[src/rtl/fsm_ctrl_pkg.sv]
// Shared state encoding and channel-map helpers for the parametrised FIFO supervisor.
package fsm_ctrl_pkg;

  localparam logic [4:0] S_RESET  = 5'b00001;
  localparam logic [4:0] S_INIT   = 5'b00010;
  localparam logic [4:0] S_IDLE   = 5'b00100;
  localparam logic [4:0] S_ACTIVE = 5'b01000;
  localparam logic [4:0] S_ERROR  = 5'b10000;

  typedef enum logic [4:0] {
    ST_RESET  = S_RESET,
    ST_INIT   = S_INIT,
    ST_IDLE   = S_IDLE,
    ST_ACTIVE = S_ACTIVE,
    ST_ERROR  = S_ERROR
  } state_t;

  localparam int MF_IDX = 0;
  localparam int CLS_MF = 0;
  localparam int CLS_VC = 1;
  localparam int CLS_D  = 2;

  // Channel bit range of a FIFO class inside the NCH-wide flag vectors.
  function automatic int ch_lo(input int cls, input int num_vc);
    case (cls)
      CLS_VC:  ch_lo = 1;
      CLS_D:   ch_lo = num_vc + 1;
      default: ch_lo = MF_IDX;
    endcase
  endfunction

  function automatic int ch_hi(input int cls, input int num_vc, input int num_d);
    case (cls)
      CLS_VC:  ch_hi = num_vc;
      CLS_D:   ch_hi = num_vc + num_d;
      default: ch_hi = MF_IDX;
    endcase
  endfunction

endpackage

[src/rtl/fsm_ctrl_param_umbral_reg.sv]
// Empty/full threshold pair: loads only when empty < full, otherwise flags a sticky reject.
module umbral_reg #(
  parameter int W = 3
) (
  input  logic         clk,
  input  logic         reset,
  input  logic         load_en,
  input  logic [W-1:0] empty_in,
  input  logic [W-1:0] full_in,
  output logic [W-1:0] empty_out,
  output logic [W-1:0] full_out,
  output logic         cfg_err
);

  always_ff @(posedge clk) begin
    if (reset) begin
      empty_out <= '0;
      full_out  <= '0;
      cfg_err   <= 1'b0;
    end else if (load_en) begin
      if (empty_in < full_in) begin
        empty_out <= empty_in;
        full_out  <= full_in;
      end else begin
        cfg_err <= 1'b1;
      end
    end
  end

endmodule

[src/rtl/fsm_ctrl_param.sv]
// Supervisor FSM for the MF, VC and D FIFOs: threshold setup, idle/active tracking, sticky error.
//   state  | meaning
//   RESET  | held in reset, all indicators low
//   INIT   | thresholds validated and loaded every edge
//   IDLE   | all FIFOs empty
//   ACTIVE | at least one FIFO holds data
//   ERROR  | a FIFO faulted; sticky until reset
module fsm_ctrl_param
  import fsm_ctrl_pkg::*;
#(
  parameter int MF_SIZE  = 3,
  parameter int VC_SIZE  = 3,
  parameter int D_SIZE   = 3,
  parameter int NUM_VC   = 2,
  parameter int NUM_D    = 2,
  parameter int ERRCNT_W = 4,
  localparam int NCH     = 1 + NUM_VC + NUM_D
) (
  input  logic                clk,
  input  logic                reset,
  input  logic                init,
  input  logic [MF_SIZE-1:0]  MF_empty_umbral_in,
  input  logic [MF_SIZE-1:0]  MF_full_umbral_in,
  input  logic [VC_SIZE-1:0]  VC_empty_umbral_in,
  input  logic [VC_SIZE-1:0]  VC_full_umbral_in,
  input  logic [D_SIZE-1:0]   D_empty_umbral_in,
  input  logic [D_SIZE-1:0]   D_full_umbral_in,
  input  logic [NCH-1:0]      err_sig_in,
  input  logic [NCH-1:0]      empty_sig_in,
  output logic [MF_SIZE-1:0]  MF_empty_umbral_out,
  output logic [MF_SIZE-1:0]  MF_full_umbral_out,
  output logic [VC_SIZE-1:0]  VC_empty_umbral_out,
  output logic [VC_SIZE-1:0]  VC_full_umbral_out,
  output logic [D_SIZE-1:0]   D_empty_umbral_out,
  output logic [D_SIZE-1:0]   D_full_umbral_out,
  output logic [2:0]          cfg_err_out,
  output logic [NCH-1:0]      err_src_out,
  output logic [ERRCNT_W-1:0] err_cnt_out,
  output logic                error_out,
  output logic                active_out,
  output logic                idle_out,
  output logic                init_out
);

  state_t state, state_nxt;
  logic   any_err, all_empty, operating, err_entry;
  logic   mf_err, vc_err, d_err;

  assign any_err   = |err_sig_in;
  assign all_empty = &empty_sig_in;
  assign operating = (state == ST_INIT) || (state == ST_IDLE) || (state == ST_ACTIVE);
  assign err_entry = operating && any_err;

  always_ff @(posedge clk) begin
    if (reset) state <= ST_RESET;
    else       state <= state_nxt;
  end

  always_comb begin
    state_nxt = state;
    case (state)
      ST_RESET: state_nxt = ST_INIT;
      ST_INIT: begin
        if (any_err)    state_nxt = ST_ERROR;
        else if (!init) state_nxt = all_empty ? ST_IDLE : ST_ACTIVE;
      end
      ST_IDLE: begin
        if (any_err)         state_nxt = ST_ERROR;
        else if (init)       state_nxt = ST_INIT;
        else if (!all_empty) state_nxt = ST_ACTIVE;
      end
      ST_ACTIVE: begin
        if (any_err)        state_nxt = ST_ERROR;
        else if (init)      state_nxt = ST_INIT;
        else if (all_empty) state_nxt = ST_IDLE;
      end
      ST_ERROR: state_nxt = ST_ERROR;
      default:  state_nxt = ST_RESET;
    endcase
  end

  // Source vector restarts on entry and accumulates while parked in ERROR.
  always_ff @(posedge clk) begin
    if (reset) begin
      err_src_out <= '0;
      err_cnt_out <= '0;
    end else if (err_entry) begin
      err_src_out <= err_sig_in;
      if (err_cnt_out != '1) err_cnt_out <= err_cnt_out + 1'b1;
    end else if (state == ST_ERROR) begin
      err_src_out <= err_src_out | err_sig_in;
    end
  end

  umbral_reg #(.W(MF_SIZE)) u_mf (
    .clk(clk), .reset(reset), .load_en(state == ST_INIT),
    .empty_in(MF_empty_umbral_in), .full_in(MF_full_umbral_in),
    .empty_out(MF_empty_umbral_out), .full_out(MF_full_umbral_out),
    .cfg_err(mf_err)
  );

  umbral_reg #(.W(VC_SIZE)) u_vc (
    .clk(clk), .reset(reset), .load_en(state == ST_INIT),
    .empty_in(VC_empty_umbral_in), .full_in(VC_full_umbral_in),
    .empty_out(VC_empty_umbral_out), .full_out(VC_full_umbral_out),
    .cfg_err(vc_err)
  );

  umbral_reg #(.W(D_SIZE)) u_d (
    .clk(clk), .reset(reset), .load_en(state == ST_INIT),
    .empty_in(D_empty_umbral_in), .full_in(D_full_umbral_in),
    .empty_out(D_empty_umbral_out), .full_out(D_full_umbral_out),
    .cfg_err(d_err)
  );

  assign cfg_err_out = {d_err, vc_err, mf_err};
  assign error_out   = (state == ST_ERROR);
  assign active_out  = (state == ST_ACTIVE);
  assign idle_out    = (state == ST_IDLE);
  assign init_out    = (state == ST_INIT);

endmodule

[config.mk]
export PLATFORM = sky130hd
export DESIGN_NAME = fsm_ctrl_param
export DESIGN_NICKNAME = d
export VERILOG_FILES = /design/src/rtl/fsm_ctrl_pkg.sv /design/src/rtl/fsm_ctrl_param_umbral_reg.sv /design/src/rtl/fsm_ctrl_param.sv
export SDC_FILE = /design/constraint.sdc
export NUM_CORES = 1
export LEC_CHECK = 0
export ABC_AREA = 0
export CORE_MARGIN = 1.5
export CORE_UTILIZATION = 48
export CTS_BUF_LIST = sky130_fd_sc_hd__clkbuf_4
export DETAILED_ROUTE_END_ITERATION = 12
export GPL_TIMING_DRIVEN = 0
export PLACE_DENSITY = 0.87
export SLEW_MARGIN = 20
export SYNTH_ARGS = -nofsm -noshare
export SYNTH_HDL_FRONTEND = slang
export SYNTH_SLANG_ARGS = --single-unit
export TNS_END_PERCENT = 5
[constraint.sdc]
create_clock -name clk -period 2.8 [get_ports clk]
set_input_delay 0.56 -clock clk [delete_from_list [all_inputs] [get_ports clk]]
set_output_delay 0.56 -clock clk [all_outputs]
set_load 0.1 [all_outputs]
==> results.ini, run 1 <==
[detailed_routing]
finalWirelength_um = 3750
drc_errors = 0
wl_met1_um = 1720
vias = 1486
wl_met3_um = 142
routed.top_layer = met4
wl_met2_um = 1800

[critical_path]
crit_path_cell_trace = nor3_4, nand3b_4, inv_1, clkdlybuf4s15_2
arrival_ps = 2070
startpoint_type = register
path_max_fanout = 7
crit_slowest_cell = clkdlybuf4s15_2
endpoint_kind = output port
critPathMaxStageDelay_ps = 600

[sta]
fmax_ghz = 0.381
grt_setup_unrepaired = false
worstMarginPinSlew_ps = 997
post-route-worst-setup-slack_ps = 174
hold_violations = 0
slew_headroom = 0.334
slew_violations = 0
setup_tns_ps = 0

[cts]
clock_sinks = 35
clkSlewWorstSetupHoldPaths_ps = 110
cts_buffer_depth = 2
worstSkewPairLatency_ps = 350
cts_root_buf = clkbuf_4
cts_max_level = 2
cts_tree = done

[logic_synthesis]
top_cell_area_share = 0.415
synth.logic.top_family = simple AND/OR/NAND/NOR gates
synth_flops = 35
yosys_warnings = 0
syn-cell-area_um2 = 1690
syn_inst = 169
ys_cells = 169
synth_area_per_cell_um2 = 9.99
yosysChipArea_um2 = 1690
ys_sh_adder = 0.0519
synth_cell_types = 36
top_area_cell = dfxtp_1

[floorplanning]
die_x_um = 62.3
die_area_um2 = 3880

[finish]
final_nets = 278
lay_top_count = clkdlybuf4s50_1
drive_gt1_frac = 0.0954
fillers = 288
areaGrowthSynthToFinish_pct = 43.9
final_cell_mix = clkdlybuf4s50_1, dfxtp_1, nor2_1, mux2i_1, inv_1

[power]
finalPower_mw = 1.20
switching_share = 0.365
p_switching_mw = 0.438
p_comb_frac = 0.323
powerDensity_nw_per_um2 = 494

[global_routing]
grt_pass1_wl_um = 6510
first_global_vias = 1419
overflow = 0

[placement]
portBuffers = 64
place_hpwl_um = 2940
gp_congestion = 0.775
dp_slack_ps = -35.6

[outcome]
status = completed

[worst_hold_path]
hold_class = register to register

## run 1: flip-flops by register name, summed over array words and instances, names as in the netlist, 3 cells and up
name            flops
u_vc.full_out       3
u_vc.empty_out      3
u_d.empty_out       3
state               5
u_mf.full_out       3
err_src_out         5
u_mf.empty_out      3
u_d.full_out        3
err_cnt_out         4
## run 1: worst min-delay path: stages, from the launching register on
cell,delay (ps)
dfxtp_1,340
a21oi_1,40
nor2_1,70
## run 1: layer usage
metal / vias up / GRT usage
met5: - / 0
met4: 0 / 0.111
met3: 7 / 0.0471
met2: 36 / 0.336
met1: 698 / 0.267
li1: 745 / -
## run 1: final timing paths
path,from,slack (ps),cells after the start,end
min,u_vc.cfg_err,480,2,u_vc.cfg_err
min reg2reg,u_vc.cfg_err,480,2,u_vc.cfg_err
max reg2reg,state[4],1040,5,u_d.empty_out[2]
max,state[4],170,4,init_out
## run 1: power groups by stage
stage | clock network (mW) | logic (mW) | registers (mW)
6_report | 0.270 | 0.388 | 0.542
2_1_floorplan | 0 | 0.162 | 0.667
3_5_place_dp | 0 | 0.389 | 0.554
4_1_cts | 0.272 | 0.391 | 0.542
5_1_grt | 0.295 | 0.411 | 0.547
3_3_place_gp | 0 | 0.384 | 0.553
## run 1: kinds of logic after synthesis
kind of cell    Yosys count
xor+xnor                  2
compound gates           29
fa+ha+maj                 7
mux                      20
flops                    35
buf+inv                  16
simple gates             60
## run 1: cell usage after synthesis, drive strengths merged
cell    number
xor2         1
nand4b       1
o21ba        1
nand4        1
or4b         1
o211ai       1
xnor2        1
clkbuf       3
a21oi        7
and3         3
mux2i       20
ha           7
a22o         5
nand3        4
and2         1
dfxtp       35
o32ai        1
a211oi       4
nand3b       4
nor2        28
o311ai       1
o21ai        3
nand2b       4
nor3         5
nand2        2
a21o         6
nor4         1
and4bb       2
buf          4
inv          9
and4b        3
## run 1: repair_timing
action,in CTS,in global routing
buffers inserted,0,0
gates resized,6,4
hold buffers,0,0
endpoints found under the setup margin,4,2
## run 1: cell type report
| class | count | area, um2 | area share |
|---|---|---|---|
| clock buffers | 6 | 45.0 | 0.0185 |
| multi-input cells | 118 | 915 | 0.377 |
| repair buffers | 64 | 631 | 0.260 |
| plain buffers | 7 | 38.8 | 0.0160 |
| clock inverters | 2 | 7.51 | 0.00309 |
| well taps | 46 | 57.6 | 0.0237 |
| flip-flops and latches | 35 | 701 | 0.289 |
| inverters | 9 | 33.8 | 0.0139 |
## run 1: per-stage QoR
stage,instances,utilization
6_report,287,0.722
5_1_grt,287,0.722
4_1_cts,287,0.724
3_5_place_dp,279,0.709
3_3_place_gp,279,0.709
2_1_floorplan,169,-
run_1/class_map.png
Scale: 6 px per um. Fill, decap, tap and diode cells in gray.
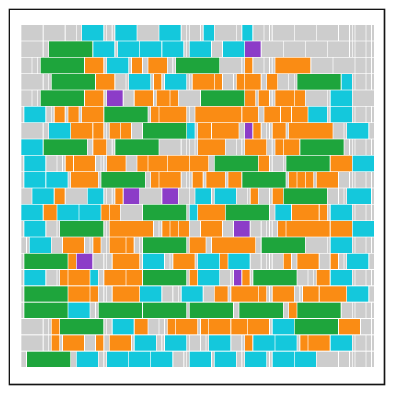
legend:
  remaining buffers and delay cells:
    color: cyan
    cells: 71
    share_of_their_area: 28%
  remaining logic cells:
    color: orange
    cells: 127
    share_of_their_area: 40%
  clock drivers and dummy loads:
    color: purple
    cells: 8
    share_of_their_area: 2.2%
  registers:
    color: green
    cells: 35
    share_of_their_area: 30%

run_1/util_map.png
Scale: 4 px per um. The die is cut into 6 by 6 equal tiles; black is low, pale yellow is high, 0 to 100% covered.
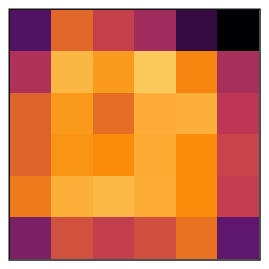
nearly empty tiles: 2.8%
emptiest ninth of the die: north-east
densest ninth of the die: center
fin util: 0.722
Core Util at FP: 0.502
Core Area: 3360 um2

run_1/clock_nets.png
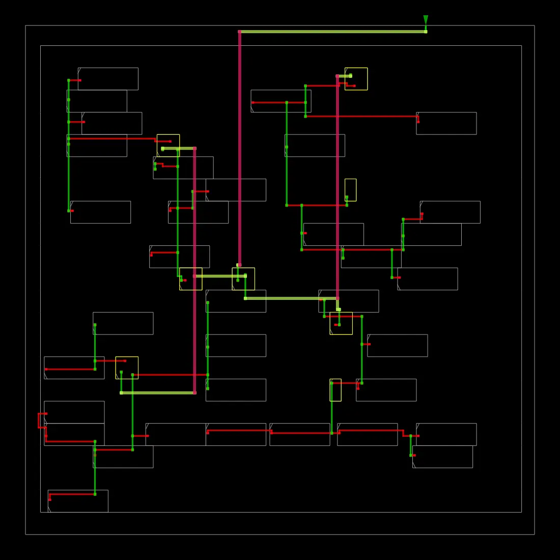
P_clk: 0.270 mW
Num CTS Buffers: 5
Layout clock buffers: 6

==> inputs of run 2 (changes only) <==
Settings changed: CORE_UTILIZATION 48 to 45, PLACE_DENSITY 0.87 to 0.82.
Clock period 2.8 ns to 2.5 ns, I/O delays scaled along.
run_2/clock_nets.png
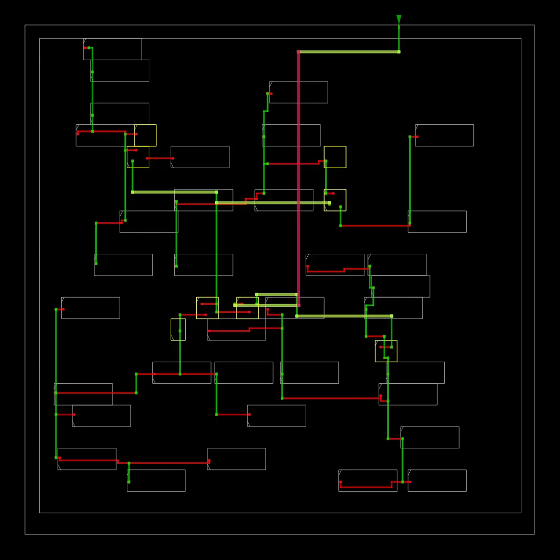
flop count: 35
Layout clock buffers: 5

run_2/clock_wires.png
Scale: 10 px per um.
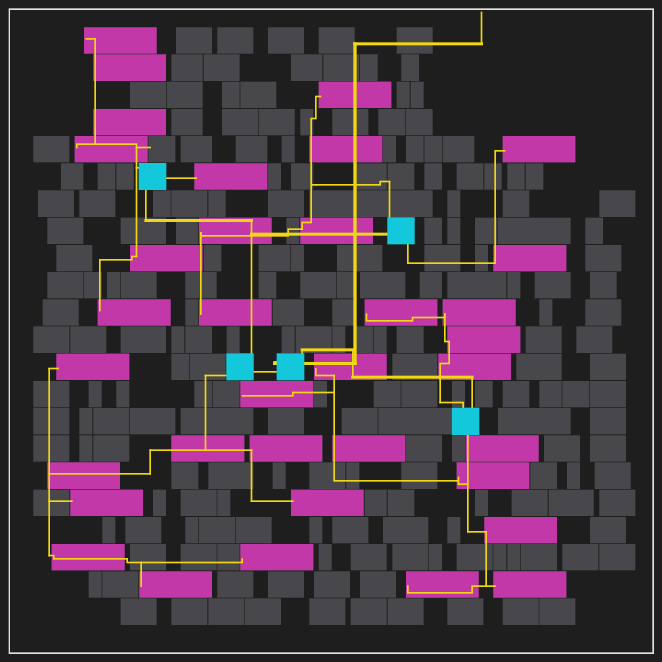
legend:
  clock-net drivers:
    color: cyan
    count: 5
  clock wires:
    color: yellow
    length: 425 um
  flip-flops:
    color: magenta
    count: 35
flops lie: widely spread

==> results.ini, run 2 <==
[outcome]
status = completed  ; unchanged

[power]
seqPwrFrac = 0.451  ; was 0.452
p_switching_mw = 0.499  ; was 0.438 mW
clock_power_share = 0.227  ; was 0.225
powerDensity_nw_per_um2 = 554  ; was 494 nW/um2
cellLeakagePower_nw = 0.980  ; was 0.966 nW
p_comb_frac = 0.322  ; was 0.323
p_int_mw = 0.847  ; was 0.763 mW
irDropWorstVdd_v = 0.000338  ; was 0.000321 V
switching_share = 0.371  ; was 0.365

[cts]
cts_max_level = 2  ; unchanged
post-cts-setup-buffers = 0  ; unchanged
clock_sinks = 35  ; unchanged
hold_buffers = 0  ; unchanged
cts_root_buf = clkbuf_4  ; unchanged
cts_buffer_depth = 2  ; unchanged
worstSkewPairLatency_ps = 340  ; was 350 ps
cts_tree = done  ; unchanged
cts_buffers = 5  ; unchanged
clkSlewWorstSetupHoldPaths_ps = 120  ; was 110 ps

[floorplanning]
die_x_um = 64.2  ; was 62.3 um
die_area_um2 = 4130  ; was 3880 um2
io_pins = 65  ; unchanged
die_h_um = 64.2  ; was 62.3 um
rows = 22  ; was 21
fp_util = 0.465  ; was 0.502

[logic_synthesis]
synth_seq_share = 0.415  ; unchanged
syn-cell-area_um2 = 1690  ; unchanged
most_common_cell = dfxtp_1  ; unchanged
synth_area_per_cell_um2 = 9.99  ; unchanged
synthFlopType = dfxtp_1  ; unchanged
yosys_warnings = 0  ; unchanged
top_area_cell = dfxtp_1  ; unchanged
fp_nets = 207  ; unchanged
synth_cell_types = 36  ; unchanged
synth_flops = 35  ; unchanged
syn_inst = 169  ; unchanged
yosysChipArea_um2 = 1690  ; unchanged
ys_cells = 169  ; unchanged
async_flop_share = 0  ; unchanged
top_cell_area_share = 0.415  ; unchanged
common_cells = dfxtp_1, nor2_1, mux2i_1, inv_1  ; unchanged
edf_count = 0  ; unchanged
topCellsByArea = dfxtp_1, mux2i_1, nor2_1, ha_1, a211oi_4  ; unchanged

[global_routing]
overflow = 0  ; unchanged
grt_start_max_net_pins = 13  ; was 11
grt_pass1_wl_um = 6050  ; was 6510 um
track_usage = 0.189  ; was 0.211
antenna_found_initial = 0  ; unchanged
first_global_vias = 1385  ; was 1419

[finish]
antenna_cells = 0  ; unchanged
fin_util = 0.669  ; was 0.722
final_nets = 278  ; unchanged
final_cell_mix = clkdlybuf4s50_1, dfxtp_1, nor2_1, mux2i_1, inv_1  ; unchanged
lay_top_count = clkdlybuf4s50_1  ; unchanged
largestRegisters = err_src_out x5, state x5, err_cnt_out x4  ; unchanged
areaGrowthSynthToFinish_pct = 44.0  ; was 43.9%
drive_gt1_frac = 0.108  ; was 0.0954

[sta]
setup_viol = 0  ; unchanged
worstMarginPinSlew_ps = 984  ; was 997 ps
slew_headroom = 0.342  ; was 0.334
slew_violations = 0  ; unchanged
grt_setup_unrepaired = false  ; unchanged
hold_violations = 0  ; unchanged
final.setup_skew_ps = 16.8  ; was 14.4 ps
period_used_share = 0.966
post-route-worst-setup-slack_ps = 85.3  ; was 174 ps
setup_tns_ps = 0  ; unchanged
fmax_ghz = 0.414
min_period_ps = 2410

[critical_path]
crit_slowest_cell = clkdlybuf4s50_1  ; was clkdlybuf4s15_2
critPathMaxStageDelay_ps = 1110  ; was 600 ps
path_max_fanout = 2  ; was 7
worstSetupPathType = register to output port  ; unchanged
arrival_ps = 1910  ; was 2070 ps
startpoint_type = register  ; unchanged
crit_path_cell_trace = buf_4, clkdlybuf4s50_1  ; was nor3_4, nand3b_4, inv_1, clkdlybuf4s15_2
path_delay_family = buffers and inverters  ; unchanged
rrSetupSlack_ps = 750  ; was 1040 ps
path_buffers = 2  ; unchanged
endpoint_kind = output port  ; unchanged
crit_required_ps = 2000  ; was 2240 ps

[detailed_routing]
finalWirelength_um = 3700  ; was 3750 um
routed.top_layer = met4  ; unchanged
wl_met2_um = 1740  ; was 1800 um
wl_met3_um = 197  ; was 142 um
vias = 1457  ; was 1486
drtIter0Drc = 45  ; was 21
wl_met1_um = 1730  ; was 1720 um
avgRoutedWirePerCell_um = 12.8  ; was 13.1 um
ant_nets = 0  ; unchanged
routed_via_density = 5.04  ; was 5.18
drc_errors = 0  ; unchanged
first_pass_iters = 4  ; unchanged

[placement]
gp_congestion = 0.823  ; was 0.775
dp_slack_ps = -268  ; was -35.6 ps
place_hpwl_um = 2840  ; was 2940 um
portBuffers = 64  ; unchanged

[job]
max_cap_violations = 0  ; unchanged
warning_count = 26  ; unchanged

[worst_hold_path]
hold_class = register to register  ; unchanged

run_2/class_map.png
Scale: 6 px per um. Fill, decap, tap and diode cells in gray.
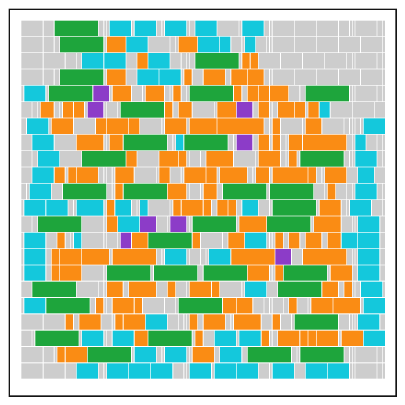
legend:
  remaining buffers and delay cells:
    color: cyan
    cells: 71
    share_of_their_area: 28%
  registers:
    color: green
    cells: 35
    share_of_their_area: 30%
  remaining logic cells:
    color: orange
    cells: 127
    share_of_their_area: 40%
  clock drivers and dummy loads:
    color: purple
    cells: 8
    share_of_their_area: 2.4%
Seq area share: 0.288
Core Area: 3630 um2
final non-filler cell area: 2430 um2

[run 2: cell count changes in the layout (fill, tap and decap cells not counted)]
| cell | previous run | this run |
|---|---|---|
| buf_2 | 1 | 3 |
| clkinvlp_4 | 0 | 2 |
| clkinv_1 | 2 | 0 |
| clkinv_2 | 0 | 1 |
| dlygate4sd2_1 | 1 | 0 |
| clkdlybuf4s15_2 | 1 | 0 |
| clkbuf_2 | 2 | 1 |
| clkdlybuf4s50_1 | 60 | 59 |
| dlymetal6s2s_1 | 0 | 1 |
[run 2: cell families after synthesis]
| group | Yosys count | synth area share |
|---|---|---|
| AND-OR/OR-AND | 29 | 0.146 |
| XOR/XNOR | 2 | 0.0104 |
| adder cells (fa/ha/maj) | 7 | 0.0519 |
| buffers and inverters | 16 | 0.0430 |
| flip-flops | 35 | 0.415 |
| multiplexers | 20 | 0.119 |
| AND/OR/NAND/NOR | 60 | 0.215 |
[run 2: stage by stage]
stage,instance area [um2],hold WS (ps),total power [mW],instances
2_1_floorplan,1690,438,0.929,169
3_3_place_gp,2390,451,1.05,281
3_5_place_dp,2390,459,1.06,281
4_1_cts,2440,487,1.36,289
5_1_grt,2430,506,1.42,289
6_report,2430,483,1.35,289
[run 2: final timing paths]
check	startpoint	end	cells past startpoint
max	u_vc.cfg_err	cfg_err_out[1]	2
min	err_src_out[1]	err_src_out[1]	1
max reg2reg	state[4]	u_d.full_out[2]	5
min reg2reg	err_src_out[1]	err_src_out[1]	1
[run 2: layout make-up]
type	instances	area, um2
clock buffer	5	37.5
clock inverter	3	20.0
buffer	7	38.8
tap	48	60.1
sequential	35	701
inverter	9	33.8
fill	318	1200
timing repair buffer	64	626
multi-input combinational	118	915
[run 2: power groups by stage]
| stage | clock, mW | combinational [mW] | sequential [mW] |
|---|---|---|---|
| after detailed placement | 0 | 0.436 | 0.620 |
| after global placement | 0 | 0.431 | 0.619 |
| final | 0.305 | 0.433 | 0.608 |
| after floorplan | 0 | 0.182 | 0.747 |
| after CTS | 0.319 | 0.435 | 0.608 |
| after global routing | 0.355 | 0.457 | 0.612 |
[run 2: routing by layer]
layer,vias up,global-route usage
met3,2,0.0669
li1,738,-
met1,675,0.230
met4,0,0.0612
met5,-,0
met2,42,0.311
[run 2: worst register-to-register path, delay by kind of cell, from the launching register on]
family / cells / cell delay, ps
flops: 1 / 420
compound gates: 1 / 470
simple gates: 3 / 500
mux: 1 / 250
[run 2: repair_timing]
action,CTS,global route
gates resized,13,7
cloned,0,0
endpoints found under the setup margin,4,5
==> inputs of run 3 (changes only) <==
Clock period 2.5 ns to 2.28 ns, I/O delays scaled along.
run_3/clock_nets.png
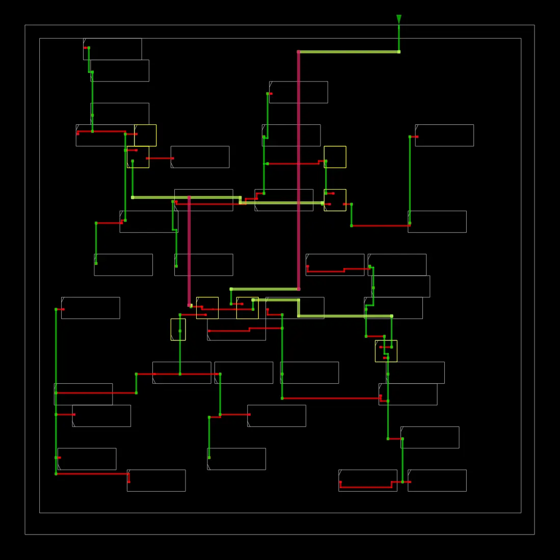
clk_lat worst skew: 340 ps
P_clk: 0.336 mW
Layout Skew: 16.6 ps
CTS sink count: 35

run_3/clock_wires.png
Scale: 10 px per um.
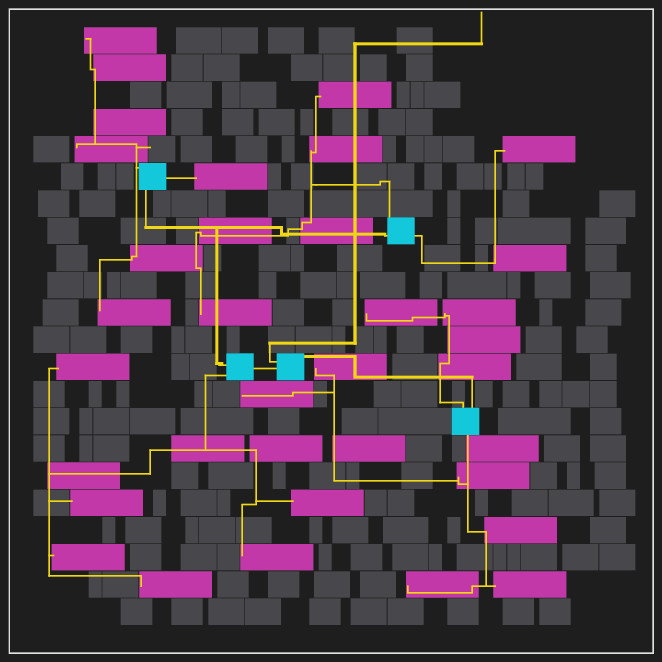
legend:
  clock-net drivers:
    color: cyan
    count: 5
  clock wires:
    color: yellow
    length: 425 um
  flip-flops:
    color: magenta
    count: 35
routed clock nets: 6

==> results.ini, run 3 <==
[outcome]
status = completed  ; unchanged

[critical_path]
crit_path_cell_trace = nor2_1, and3_1, clkdlybuf4s15_2  ; was buf_4, clkdlybuf4s50_1
endpoint_kind = output port  ; unchanged
path_delay_family = buffers and inverters  ; unchanged
path_max_fanout = 7  ; was 2
worstSetupPathType = register to output port  ; unchanged
path_buffers = 1  ; was 2
crit_slowest_cell = clkdlybuf4s15_2  ; was clkdlybuf4s50_1
crit_required_ps = 1820  ; was 2000 ps
arrival_ps = 1700  ; was 1910 ps
critPathMaxStageDelay_ps = 550  ; was 1110 ps
startpoint_type = register  ; unchanged

[sta]
slew_violations = 0  ; unchanged
period_used_share = 0.944
setup_viol = 0  ; unchanged
worstMarginPinSlew_ps = 969  ; was 984 ps
hold_violations = 0  ; unchanged
min_period_ps = 2150
grt_setup_unrepaired = false  ; unchanged
slew_headroom = 0.353  ; was 0.342
setup_tns_ps = 0  ; unchanged
fmax_ghz = 0.465

[placement]
portBuffers = 64  ; unchanged
gp_congestion = 0.823  ; unchanged
place_hpwl_um = 2840  ; unchanged

[finish]
drive_gt1_frac = 0.129  ; was 0.108
lay_top_count = dfxtp_1  ; was clkdlybuf4s50_1
final_nets = 278  ; unchanged
antenna_cells = 0  ; unchanged
final-comb-area_um2 = 920  ; was 915 um2
final_cell_mix = dfxtp_1, clkdlybuf4s50_1, nor2_1, dlygate4sd2_1, mux2i_1  ; was clkdlybuf4s50_1, dfxtp_1, nor2_1, mux2i_1, inv_1
regArea_um2 = 701  ; unchanged
fillers = 329  ; was 318
areaGrowthSynthToFinish_pct = 43.3  ; was 44.0%
largestRegisters = err_src_out x5, state x5, err_cnt_out x4  ; unchanged

[logic_synthesis]
topCellsByArea = dfxtp_1, mux2i_1, nor2_1, ha_1, a211oi_4  ; unchanged
synth_cell_types = 36  ; unchanged
ys_cells = 169  ; unchanged
synth_flops = 35  ; unchanged
edf_count = 0  ; unchanged
most_common_cell = dfxtp_1  ; unchanged
synthFlopType = dfxtp_1  ; unchanged
yosys_warnings = 0  ; unchanged
yosysChipArea_um2 = 1690  ; unchanged
syn_inst = 169  ; unchanged
syn-cell-area_um2 = 1690  ; unchanged
async_flop_share = 0  ; unchanged
synth_area_per_cell_um2 = 9.99  ; unchanged
top_area_cell = dfxtp_1  ; unchanged
top_cell_area_share = 0.415  ; unchanged
synth_seq_share = 0.415  ; unchanged
common_cells = dfxtp_1, nor2_1, mux2i_1, inv_1  ; unchanged
fp_nets = 207  ; unchanged

[power]
irDropWorstVdd_v = 0.000371  ; was 0.000338 V
finalPower_mw = 1.47  ; was 1.35 mW
cellLeakagePower_nw = 1.11  ; was 0.980 nW
powerDensity_nw_per_um2 = 608  ; was 554 nW/um2

[detailed_routing]
routed.top_layer = met4  ; unchanged
first_pass_iters = 4  ; unchanged
wl_met1_um = 1710  ; was 1730 um
drc_errors = 0  ; unchanged
wl_met2_um = 1750  ; was 1740 um
vias = 1451  ; was 1457
drtIter0Drc = 41  ; was 45
finalWirelength_um = 3710  ; was 3700 um
routed_via_density = 5.02  ; was 5.04
ant_nets = 0  ; unchanged
wl_met3_um = 204  ; was 197 um
avgRoutedWirePerCell_um = 12.8  ; about the same

[cts]
clkSlewWorstSetupHoldPaths_ps = 110  ; was 120 ps
cts_buffer_depth = 2  ; unchanged
cts_max_level = 2  ; unchanged
cts_buffers = 5  ; unchanged
hold_buffers = 0  ; unchanged
cts_tree = done  ; unchanged
cts_root_buf = clkbuf_4  ; unchanged

[floorplanning]
rows = 22  ; unchanged
fp.coreArea_um2 = 3630  ; unchanged
io_pins = 65  ; unchanged
die_x_um = 64.2  ; unchanged
die_area_um2 = 4130  ; unchanged
fp_util = 0.465  ; unchanged
die_h_um = 64.2  ; unchanged

[worst_hold_path]
hold_class = register to register  ; unchanged

[global_routing]
track_usage = 0.190  ; was 0.189
grt_start_max_net_pins = 13  ; unchanged
grt_pass1_wl_um = 6080  ; was 6050 um
first_global_vias = 1400  ; was 1385
antenna_found_initial = 0  ; unchanged
overflow = 0  ; unchanged

[job]
warning_count = 27  ; was 26
max_cap_violations = 0  ; unchanged

run_3/closeup.png
Region (20, 20) to (45, 45) um. Cells in gray, sequential cells in the stronger gray; small squares are vias.
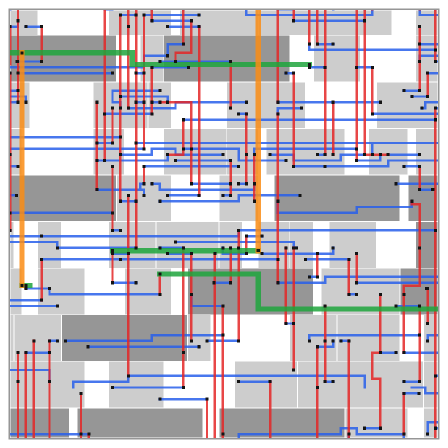
legend:
  M1:
    color: blue
  M2:
    color: red
  M4:
    color: orange
  M3:
    color: green
cells with their middle in the window: 49
sequential cells in the window: 8
netlist names of flops here include: err_cnt_out (2), state (2), u_d.full_out (2)
most frequent: dfxtp_1 (8), nor2_1 (6)

[run 3: cell counts after synthesis]
Identical to the previous run, type by type.
[run 3: logic make-up (layout without fill, tap and decap cells)]
| logic type | after synthesis | in the layout | share of synthesized area |
|---|---|---|---|
| compound gates | 29 | 29 | 0.146 |
| xor+xnor | 2 | 2 | 0.0104 |
| fa+ha+maj | 7 | 7 | 0.0519 |
| buf+inv | 16 | 88 | 0.0430 |
| flops | 35 | 35 | 0.415 |
| mux | 20 | 20 | 0.119 |
| simple gates | 60 | 60 | 0.215 |
[run 3: timing repair]
item | in CTS | in global routing
setup endpoints to repair | 32 | 5
cloned | 0 | 0
resized | 46 | 8
setup buffers | 0 | 0
[run 3: cell type report]
cell class	instances	area share
Timing Repair Buffer	64	0.250
Clock buffer	5	0.0155
Clock inverter	3	0.00828
Buffer	7	0.0160
Tap cell	48	0.0248
Sequential cell	35	0.290
Multi-Input combinational cell	118	0.380
Inverter	9	0.0155
[run 3: report_power, final]
part	switching (mW)	total [mW]	internal (mW)	leakage [nW]
sequential	0.0251	0.667	0.642	0.283
combinational	0.308	0.467	0.159	0.801
clock	0.219	0.336	0.118	0.0272
total	0.552	1.47	0.918	1.11
[run 3: path summary, 6_finish.rpt]
check / from / to / slack, ps / depth (start not counted)
max: state[4] / idle_out / 130 / 3
min: err_src_out[1] / err_src_out[1] / 480 / 1
max reg2reg: state[0] / state[2] / 480 / 5
min reg2reg: err_src_out[1] / err_src_out[1] / 480 / 1
[run 3: per-stage QoR]
| step | util | hold slack [ps] | instance area, um2 | instances | setup WS (ps) |
|---|---|---|---|---|---|
| after global placement | 0.657 | 451 | 2390 | 281 | -425 |
| after global routing | 0.666 | 501 | 2420 | 289 | 42.4 |
| after CTS | 0.661 | 487 | 2400 | 289 | -111 |
| after floorplan | - | 438 | 1690 | 169 | 292 |
| final | 0.666 | 478 | 2420 | 289 | 127 |
| after detailed placement | 0.657 | 459 | 2390 | 281 | -444 |
[run 3: worst reg2reg max path, delay by kind of cell (launching register included)]
kind | cells | cell delay (ps)
AOI/OAI and AO/OA | 2 | 520
buffers and inverters | 1 | 210
DFF | 1 | 550
and+or+nand+nor | 2 | 440
[run 3: metal layers]
| layer | vias to the layer above | global-route usage |
|---|---|---|
| li1 | 737 | - |
| met1 | 673 | 0.229 |
| met2 | 37 | 0.316 |
| met3 | 4 | 0.0651 |
| met4 | 0 | 0.0612 |
| met5 | - | 0 |
Power figures rest on the tool's default switching activity, not on a simulated workload.
